`src/rtl/ddr3_wr_issue_pkg.sv`:
```
// Shared DDR3 write-path definitions: BL8 chunk size and the one-hot issue-FSM encoding.
package ddr3_wr_issue_pkg;

    localparam int DDR3_BURST_BYTES = 16;

    typedef enum logic [3:0] {
        ST_IDLE = 4'b0001,
        ST_REQ  = 4'b0010,
        ST_DATA = 4'b0100,
        ST_PAD  = 4'b1000
    } wr_state_e;

endpackage

```
`src/rtl/ddr3_wr_issue.sv`:
```
// Pairs each queued BL8 write command with one chunk of write data, padding short bursts
// with zero-strobe beats, and flags command/data framing mismatches.
module ddr3_wr_issue
    import ddr3_wr_issue_pkg::*;
#(
    parameter int ADDRS        = 32,
    parameter int WIDTH        = 32,
    parameter int MASKS        = WIDTH / 8,
    parameter int AXI_ID_WIDTH = 4,
    parameter int BURST_BYTES  = DDR3_BURST_BYTES
) (
    input  logic                    clock,
    input  logic                    reset,
    input  logic                    mem_store_i,
    output logic                    mem_accept_o,
    input  logic                    mem_wseq_i,
    input  logic [AXI_ID_WIDTH-1:0] mem_wrid_i,
    input  logic [ADDRS-1:0]        mem_addr_i,
    input  logic                    mem_valid_i,
    output logic                    mem_ready_o,
    input  logic                    mem_last_i,
    input  logic [MASKS-1:0]        mem_strb_i,
    input  logic [WIDTH-1:0]        mem_data_i,
    output logic                    ddr_req_o,
    input  logic                    ddr_ack_i,
    output logic [AXI_ID_WIDTH-1:0] ddr_wrid_o,
    output logic [ADDRS-1:0]        ddr_addr_o,
    output logic                    ddr_valid_o,
    input  logic                    ddr_ready_i,
    output logic                    ddr_last_o,
    output logic [MASKS-1:0]        ddr_strb_o,
    output logic [WIDTH-1:0]        ddr_data_o,
    output logic                    err_o
);

    localparam int BEATS = BURST_BYTES / MASKS;
    localparam int CNT_W = (BEATS > 1) ? $clog2(BEATS) : 1;
    localparam logic [CNT_W-1:0] CNT_LAST = CNT_W'(BEATS - 1);

    wr_state_e                 state_reg, state_next;
    logic [CNT_W-1:0]          count_reg, count_next;
    logic                      open_reg, open_next;
    logic                      err_reg, err_next;
    logic [ADDRS-1:0]          addr_reg;
    logic [AXI_ID_WIDTH-1:0]   wrid_reg;
    logic                      pop;
    logic                      at_last;

    assign at_last = (count_reg == CNT_LAST);

    always_comb begin
        state_next  = state_reg;
        count_next  = count_reg;
        open_next   = open_reg;
        err_next    = err_reg;
        pop         = 1'b0;
        ddr_req_o   = 1'b0;
        ddr_valid_o = 1'b0;
        mem_ready_o = 1'b0;
        ddr_last_o  = 1'b0;
        ddr_strb_o  = '0;
        ddr_data_o  = '0;
        unique case (state_reg)
            ST_IDLE: begin
                if (mem_store_i) begin
                    pop        = 1'b1;
                    state_next = ST_REQ;
                    // A continuation command must arrive exactly when the previous chunk left a burst open.
                    if (mem_wseq_i != open_reg) begin
                        err_next = 1'b1;
                    end
                end
            end
            ST_REQ: begin
                ddr_req_o = 1'b1;
                if (ddr_ack_i) begin
                    state_next = ST_DATA;
                    count_next = '0;
                end
            end
            ST_DATA: begin
                ddr_valid_o = mem_valid_i;
                mem_ready_o = ddr_ready_i;
                ddr_strb_o  = mem_strb_i;
                ddr_data_o  = mem_data_i;
                ddr_last_o  = at_last;
                if (mem_valid_i && ddr_ready_i) begin
                    if (at_last) begin
                        state_next = ST_IDLE;
                        count_next = '0;
                        open_next  = !mem_last_i;
                    end else begin
                        count_next = count_reg + CNT_W'(1);
                        if (mem_last_i) begin
                            state_next = ST_PAD;
                            open_next  = 1'b0;
                        end
                    end
                end
            end
            ST_PAD: begin
                ddr_valid_o = 1'b1;
                ddr_last_o  = at_last;
                if (ddr_ready_i) begin
                    if (at_last) begin
                        state_next = ST_IDLE;
                        count_next = '0;
                    end else begin
                        count_next = count_reg + CNT_W'(1);
                    end
                end
            end
            default: begin
                state_next = ST_IDLE;
                count_next = '0;
            end
        endcase
    end

    // Gated so the pop pulse is also low while reset is held.
    assign mem_accept_o = pop & ~reset;
    assign ddr_addr_o   = addr_reg;
    assign ddr_wrid_o   = wrid_reg;
    assign err_o        = err_reg;

    always_ff @(posedge clock or posedge reset) begin
        if (reset) begin
            state_reg <= ST_IDLE;
            count_reg <= '0;
            open_reg  <= 1'b0;
            err_reg   <= 1'b0;
            addr_reg  <= '0;
            wrid_reg  <= '0;
        end else begin
            state_reg <= state_next;
            count_reg <= count_next;
            open_reg  <= open_next;
            err_reg   <= err_next;
            if (pop) begin
                addr_reg <= mem_addr_i;
                wrid_reg <= mem_wrid_i;
            end
        end
    end

endmodule

```
`config.mk`:
```
export PLATFORM = sky130hd
export DESIGN_NAME = ddr3_wr_issue
export DESIGN_NICKNAME = d
export VERILOG_FILES = /design/src/rtl/ddr3_wr_issue_pkg.sv /design/src/rtl/ddr3_wr_issue.sv
export SDC_FILE = /design/constraint.sdc
export NUM_CORES = 1
export LEC_CHECK = 0
export ABC_CLOCK_PERIOD_IN_PS = 2000
export CORE_MARGIN = 5
export CORE_UTILIZATION = 35
export DETAILED_ROUTE_END_ITERATION = 8
export GPL_TIMING_DRIVEN = 0
export PLACE_DENSITY = 0.81
export SLEW_MARGIN = 20
export SYNTH_ARGS = -nofsm -noshare
export SYNTH_HDL_FRONTEND = slang
export SYNTH_SLANG_ARGS = --single-unit
```
`constraint.sdc`:
```
create_clock -name clock -period 2 [get_ports clock]
set_input_delay 0.4 -clock clock [delete_from_list [all_inputs] [get_ports clock]]
set_output_delay 0.4 -clock clock [all_outputs]
set_load 0.02 [all_outputs]
```
Figure 1. PDN straps and rails (run 1).
Pins as bars on the die edge.
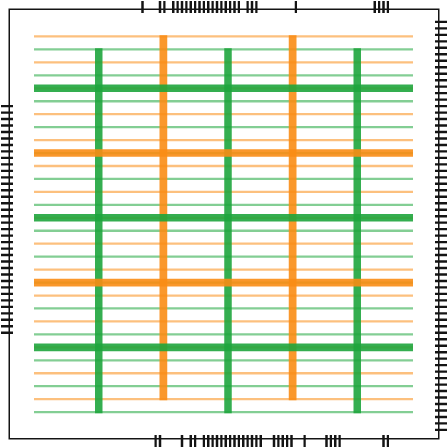
orange -> VDD
green -> VSS
signal pins = 158
met1 rails = 30
met4 straps = 5
met5 straps = 5
rows = 29

Figure 2. Sequential cells coloured by netlist name (run 1).
Other sequential cells in the stronger grey, the rest of the logic in the fainter grey.
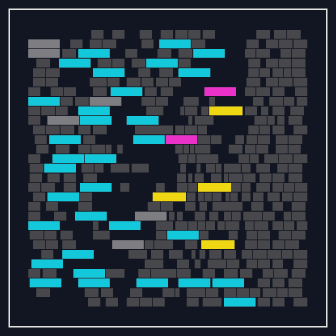
magenta -> count_reg  # placed flops 2
cyan -> ddr_addr_o  # placed flops 32
yellow -> state_reg  # placed flops 4
not coloured = 6

Figure 3. Layout detail (run 1).
Window x 0 to 50, y 40 to 90 um. Cells in grey, sequential cells in the stronger grey; small squares are vias.
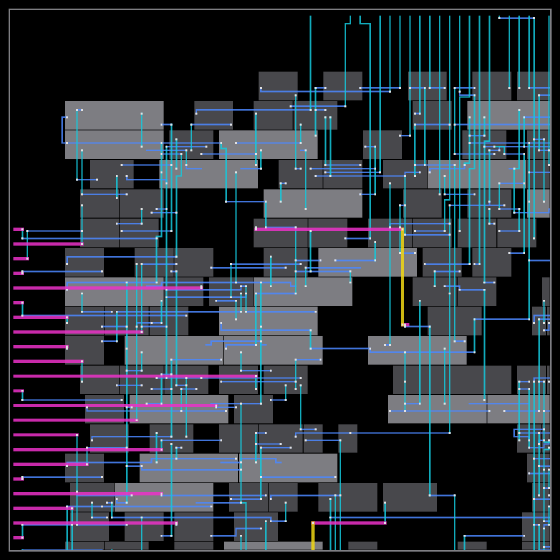
blue -> met1
cyan -> met2
magenta -> met3
yellow -> met4
netlist names of flops here include = ddr_addr_o (15), ddr_wrid_o (4)
most frequent = clkdlybuf4s50_1 (40), mux2_2 (21), dfrtp_1 (20)
sequential cells in the window = 20
cells with their middle in the window = 95

==> notes.md, run 1 <==
Observations from the implementation run.

Outcome:
- The run finished, with violations left.
- The checks that failed: negative setup slack.

Final timing:
- The run gives the final hold violation count as 0.
- The final report lists the setup-violating endpoint count as 27.
- Counting I/O delays and the setup requirement, the final critical path takes about 2.1 ns.
- The run puts the count of pins over their slew limit at 0.
- The run gives the worst setup slack after layout as -0.09920 ns.
- On the final layout, the worst clock skew is around 0.0046 ns.
- The run gives the peak clock frequency supported by timing as between 400 and 500 MHz.

Setup path:
- The run gives the category of the critical setup timing path as register to output port.
- Looking at the reg2reg group, the worst path starts from state_reg[0]$_DFFE_PP1P_.
- The longest incremental delay of any stage on the critical path is reported as roughly 0.38 ns.
- The run gives the path depth of the worst reg2reg path as 7.
- The run puts the maximum fanout count along the critical path at 7.
- The run gives the required arrival time at the worst endpoint as roughly 1.6 ns.
- The run gives the data arrival time at the worst-slack endpoint as 1.70 ns.
- For reference, the critical path is captured by ddr_data_o[17].
- STA classifies the critical path endpoint as an output port.
- The run gives the cell family contributing the most delay on the critical path as buffers and inverters.

Pwr:
- The run gives the overall power after layout as 5.425 mW.
- The run gives the worst voltage drop across the vdd grid as 857.2 uV.
- The leakage component of the power was reported as 1.903 nW.
- The run gives the power per cell area as 1268 nW/um^2.

Cells and area:
- The run gives the area growth from synthesis to layout as 91.54%.
- The run puts the fraction of layout cells with a size suffix above 1 at 43.42%.
- The run gives the utilization after layout as approximately two thirds.
- The finished layout holds 434 standard cells, fillers aside.
- The run gives the flip-flop count of the largest register after layout as 32.

Global routing:
- The layer flagged by global routing as most heavily used is met2.
- The run gives the number of antenna violations at the first check in global routing as 0.
- The run puts the wire length of the first global-routing pass at 11.35 mm.

Placed design:
- The run puts the setup slack after placement at -0.5248 ns.

Route:
- The run gives the average detailed-routed wire length per instance as 16.69 um.
- The run gives the detailed-routing iteration count for the pre-antenna-repair pass as 4.
- Using the TritonRoute via totals, the vias-per-cell ratio works out to 4.770.
- The script parses the final routing iteration and logs DRC violations as 0.
- The run gives the wire length on met1 as 2.877 mm.

Floorplanning:
- The chip occupies roughly 8100 sq um.
- The run puts the x dimension of the die at 89.88 um.

Min path:
- Along the worst hold path, the cell count comes to 1.
- The run gives the worst hold path startpoint as err_o$_DFFE_PP0P_.
- Looking at the hold checks, the worst path lands on err_o$_DFFE_PP0P_.

Logic synthesis:
- The run puts the synthesized netlist net count at 262.
- Per the post-synthesis stats, the area per cell is 12.34 sq um.
- The run puts the sequential area share after synthesis at 49.36%.
- The run gives the most common cell in the netlist as sky130_fd_sc_hd__dfrtp_1.
- The synthesis report lists the Yosys warning total as 0.
- The synth_stat.txt file lists the number of cells as 181.
- The run puts the area share of the largest cell type after synthesis at 48.18%.
- The run gives the number of flops mapped to enable cells by yosys as 0.
- Summing every instance area after synthesis gives roughly 2200 sq um.

CTS:
- The run gives the TritonCTS buffer count as 5.
- Clock latency on the worst-skew pair, taken at its later pin, is 0.29 ns.
- Per the CTS log, the maximum H-tree level is 2.
## run 1: cell usage in the layout, fill, tap and decap left out, types with 2 or more instances in the layout
master                              n
sky130_fd_sc_hd__clkdlybuf4s50_1  116
sky130_fd_sc_hd__buf_6             45
sky130_fd_sc_hd__dfrtp_1           40
sky130_fd_sc_hd__and2_4            31
sky130_fd_sc_hd__mux2_2            29
sky130_fd_sc_hd__buf_4             12
sky130_fd_sc_hd__mux2_4             8
sky130_fd_sc_hd__and2_1             7
sky130_fd_sc_hd__nor3b_1            5
sky130_fd_sc_hd__clkbuf_8           5
sky130_fd_sc_hd__buf_2              4
sky130_fd_sc_hd__nand2_1            4
sky130_fd_sc_hd__o21ai_0            3
sky130_fd_sc_hd__a21oi_1            3
sky130_fd_sc_hd__dfrtp_2            3
sky130_fd_sc_hd__nor2_2             2
sky130_fd_sc_hd__buf_8              2
sky130_fd_sc_hd__nor2_1             2
sky130_fd_sc_hd__a22oi_1            2
sky130_fd_sc_hd__inv_1              2
sky130_fd_sc_hd__xnor2_1            2
## run 1: repair_timing
item	in CTS	in global routing
resized	234	62
buffers inserted	7	4
pin swaps	3	16
setup endpoints to repair	41	41
cloned	2	2
## run 1: cells by family after synthesis
kind of cell	synth area share [%]
simple gates	18.66
flops	49.36
mux	20.45
compound gates	4.986
buf+inv	5.210
xor+xnor	0.7845
fa+ha+maj	0.5601
## run 1: report_power, final
group / internal, mW / switching (mW)
registers: 1.32 / 0.238
logic: 1.79 / 1.41
clock network: 0.370 / 0.300
total: 3.48 / 1.95
## run 1: area by class of cell
type	instances	area, sq um
clock buffers	5	68.82
repair buffers	170	1724
flip-flops and latches	44	1106
well taps	77	96.34
plain buffers	10	103.9
inverters	3	11.26
multi-input cells	122	1125
clock inverters	3	42.54
fillers	471	1999
==> run 2, diff against run 1 <==
Settings changed: CORE_UTILIZATION 35 to 50, DONT_BUFFER_PORTS set to 1, PLACE_DENSITY 0.81 to unset, REMOVE_ABC_BUFFERS set to 1.
==> run 2 against run 1 <==
Against the previous run:
- the flow now finishes without violations
- critical path depth decreased by 4
- via count decreased by 27%
- sequential cell count unchanged
- combinational power decreased by 48%
- cell count decreased by 41%
- critical path type unchanged
==> notes.md, run 2 <==
Observations from the implementation run.

Final timing:
- The final hold violation count was 0 (unchanged).
- The count of final setup violators was 0 (was 27).
- Unrepaired setup endpoints after global routing: yes (unchanged).
- The worst clock skew on the final layout was 0.006779 ns (was 0.004554 ns).
- The run puts the peak clock frequency supported by timing at 513.9 MHz (was 476.4 MHz).
- The run puts the count of pins over their slew limit at 0 (unchanged).
- The minimum clock period was 1.946 ns (was 2.099 ns).
- The run puts the transition time of the tightest slew-check pin at 0.3857 ns (was 0.4057 ns).

Cells and area:
- The run puts the buffer count excluding the clock tree in the final layout at 21 (was 180).
- The run puts the sequential share of cell area at 41.69% (was 25.86%).
- The run puts the flop count at 44 (unchanged).
- The register cell area after layout is 1115 sq um (was 1106 sq um).
- The run gives the most frequent standard cell in the layout excluding fill and tap cells as sky130_fd_sc_hd__dfrtp_1 (was sky130_fd_sc_hd__clkdlybuf4s50_1).
- The run puts the area growth from synthesis to layout at 19.72% (was 91.54%).
- The top cell class by occupied area is multi-input combinational cells (was buffers).
- The run puts the inverter count of the layout excluding clock inverters at 3 (unchanged).
- The run gives the combinational share of cell area as 44.60% (was 26.29%).
- The run puts the fraction of layout cells with a size suffix above 1 at 59.41% (was 43.42%).
- The run puts the number of nets in the final layout at 282 (was 437).
- The run puts the filler cell count in the final layout at 340 (was 471).
- The run gives the non-clock buffer contribution to total cell area as 7.347% (was 42.73%).
- The area of combinational cells with multiple inputs is 1192 sq um (was 1125 sq um).
- The flip-flop count of the largest register after layout is 32 (unchanged).
- The run puts the total of clock buffers placed in the layout at 7 (was 5).
- The run gives the number of logic gates as 126 (was 122).
- The run gives the proportion of cell area spent on the clock network as 3.510% (was 2.603%).
- Top Layout Cells: 40 x sky130_fd_sc_hd__dfrtp_1, 35 x sky130_fd_sc_hd__and2_2, 29 x sky130_fd_sc_hd__mux2_2, 17 x sky130_fd_sc_hd__buf_4, 8 x sky130_fd_sc_hd__mux2_4 (was 116 x sky130_fd_sc_hd__clkdlybuf4s50_1, 45 x sky130_fd_sc_hd__buf_6, 40 x sky130_fd_sc_hd__dfrtp_1, 31 x sky130_fd_sc_hd__and2_4, 29 x sky130_fd_sc_hd__mux2_2).

CTS:
- The run gives the insertion delay of the later-clocked pin in the worst-skew pair as 0.29 ns (about the same).
- The run gives the post-cts repair resize count as 24 (was 234).
- The number of buffers on the longest clock path was 2 (unchanged).
- The run puts the post-CTS setup buffer count at 11 (was 7).
- The TritonCTS buffer count was 5 (unchanged).
- The number of levels the H-tree was split into was 2 (unchanged).
- The run gives the number of sinks handled by clock tree synthesis as 44 (unchanged).

Floorplanning:
- The run gives the total die size as 5904 sq um (was 8078 sq um).
- The run gives the core area as 4354 sq um (was 6277 sq um).
- The run gives the x dimension of the die as 76.84 um (was 89.88 um).
- The number of placed I/O pins came to 158 (unchanged).
- The run puts the standard-cell row count at 24 (was 29).
- The well tap count was 52 (was 77).

Setup path:
- The source of the critical timing path was state_reg[3]$_DFFE_PP0P_ (was state_reg[0]$_DFFE_PP1P_).
- The run puts the path depth of the worst reg2reg path at 5 (was 7).
- The data arrival time at the worst-slack endpoint came to 1.55 ns (was 1.70 ns).
- The worst flop-to-flop path startpoint was state_reg[0]$_DFFE_PP1P_ (unchanged).
- The run gives the required arrival time at the worst endpoint as 1.60 ns (about the same).
- The maximum fanout count along the critical path was 10 (was 7).
- The category of the critical setup timing path is register to output port (unchanged).
- The critical path endpoint is ddr_data_o[27] (was ddr_data_o[17]).
- The run gives the startpoint type of the worst setup path as a register (unchanged).
- The critical path endpoint category is an output port (unchanged).

Route:
- The run puts the detailed-routing iteration count for the pre-antenna-repair pass at 4 (unchanged).
- The run puts the met2 routed wirelength at 2.939 mm (was 3.664 mm).
- The run puts the DRC violation count after routing at 0 (unchanged).
- The wire length on met1 is 2.129 mm (was 2.877 mm).
- The run puts the via density per instance at 5.984 (was 4.770).
- The run puts the average detailed-routed wire length per instance at 22.34 um (was 16.69 um).
- The number of vias in the routed layout came to 1520 (was 2070).
- The run gives the remaining number of nets flagged by the antenna check after routing as 0 (unchanged).

Global routing:
- The layer carrying the most global-route usage is met2 (unchanged).
- The met1 layer usage reported by global route was 22.47% (was 19.37%).
- The pin count of the biggest net entering global routing came to 37 (was 29).
- The number of antenna violations at the first check in global routing is 0 (unchanged).
- The wire length of the first global-routing pass was 8.797 mm (was 11.35 mm).

Logic synthesis:
- The run gives the sequential area share after synthesis as 49.36% (unchanged).
- The run puts the area share of the largest cell type after synthesis at 48.18% (unchanged).
- The run gives the synthesized instance count as 181 (unchanged).
- The number of synthesized register bits came to 44 (unchanged).
- The number of flops mapped to enable cells by yosys is 0 (unchanged).
- The tally of unique sky130hd cells used after synthesis came to 40 (unchanged).
- The run gives the most common cell in the netlist as sky130_fd_sc_hd__dfrtp_1 (unchanged).
- The post-synthesis cell area came to 2233 sq um (unchanged).
- The run gives the flip-flop cell with the highest count after synthesis as sky130_fd_sc_hd__dfrtp_1 (unchanged).
- The number of warning messages in the yosys log is 0 (unchanged).
- The run puts the average size of a mapped cell at 12.34 sq um (unchanged).
- The run gives the yosys stat cell total as 181 (unchanged).

Pwr:
- The overall power after layout is 4.402 mW (was 5.425 mW).
- The run puts the worst voltage drop across the vdd grid at 681.7 uV (was 857.2 uV).
- The total leakage power is 1.184 nW (was 1.903 nW).
- The power per cell area is 1646 nW/um^2 (was 1268 nW/um^2).

Outcome:
- Outcome: finished, final reports clean (was finished with violations).

Run:
- The run puts the number of maximum-capacitance constraint violations at 0 (unchanged).
[run 2: cell counts after synthesis]
No cell type changed its count.
[run 2: worst min path at each step]
stage | from | to | slack [ns] | cells after the start
floorplan | mem_store_i | state_reg[0]$_DFFE_PP1P_ | 0.47 | 1
global placement | mem_store_i | state_reg[0]$_DFFE_PP1P_ | 0.48 | 1
global route | mem_store_i | state_reg[0]$_DFFE_PP1P_ | 0.16 | 1
CTS | mem_store_i | state_reg[0]$_DFFE_PP1P_ | 0.17 | 1
finish | mem_store_i | state_reg[0]$_DFFE_PP1P_ | 0.18 | 1
detailed placement | reset | ddr_addr_o[31]$_DFFE_PP0P_ | 0.21 | 1
[run 2: critical path, stage by stage (launching register included)]
cell and delay, ns:
sky130_fd_sc_hd__dfrtp_4 0.56, sky130_fd_sc_hd__nor4b_4 0.26, sky130_fd_sc_hd__buf_4 0.19, sky130_fd_sc_hd__and2_1 0.25
[run 2: through the flow]
step	utilization, %	cells	worst slack, ns
floorplan	-	169	-0.8826
global placement	50.37	221	-1.392
detailed placement	51.58	223	-0.4359
CTS	58.88	247	0.01571
global route	61.41	254	-0.006921
finish	61.41	254	0.05403
[run 2: report_power, final]
group          switching [mW]  internal, mW
Sequential              0.857          1.33
Clock                   0.284         0.281
Combinational           0.726         0.920
Total                    1.87          2.53
[run 2: logic make-up (layout without fill, tap and decap cells)]
group / count (synthesis) / count (layout) / share of synthesized area [%]
adder cells (fa/ha/maj): 1 / 1 / 0.5601
buffers and inverters: 15 / 32 / 5.210
multiplexers: 38 / 38 / 20.45
AND/OR/NAND/NOR: 65 / 69 / 18.66
flip-flops: 44 / 44 / 49.36
XOR/XNOR: 2 / 2 / 0.7845
AND-OR/OR-AND: 16 / 16 / 4.986
Figure 4. Layout detail (run 2).
Window x 0 to 50, y 27 to 77 um. Cells in grey, sequential cells in the stronger grey; small squares are vias.
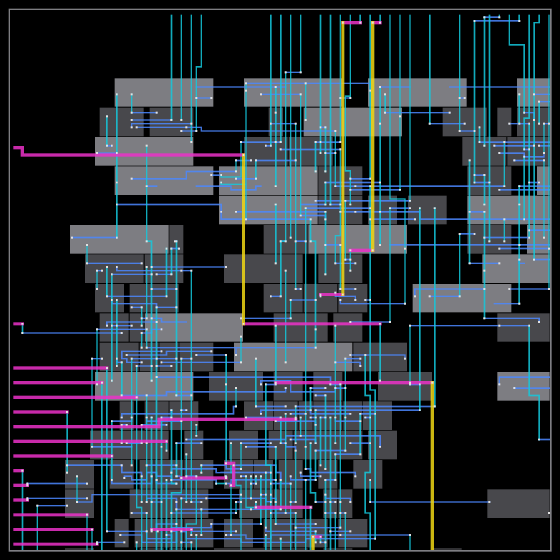
cyan -> met2
magenta -> met3
yellow -> met4
blue -> met1
most frequent = dfrtp_1 (16), buf_4 (13), mux2_2 (12)
netlist names of flops here include = ddr_addr_o (11), count_reg (2)
cells with their middle in the window = 99
sequential cells in the window = 17

Power and IR drop assume default switching activity.
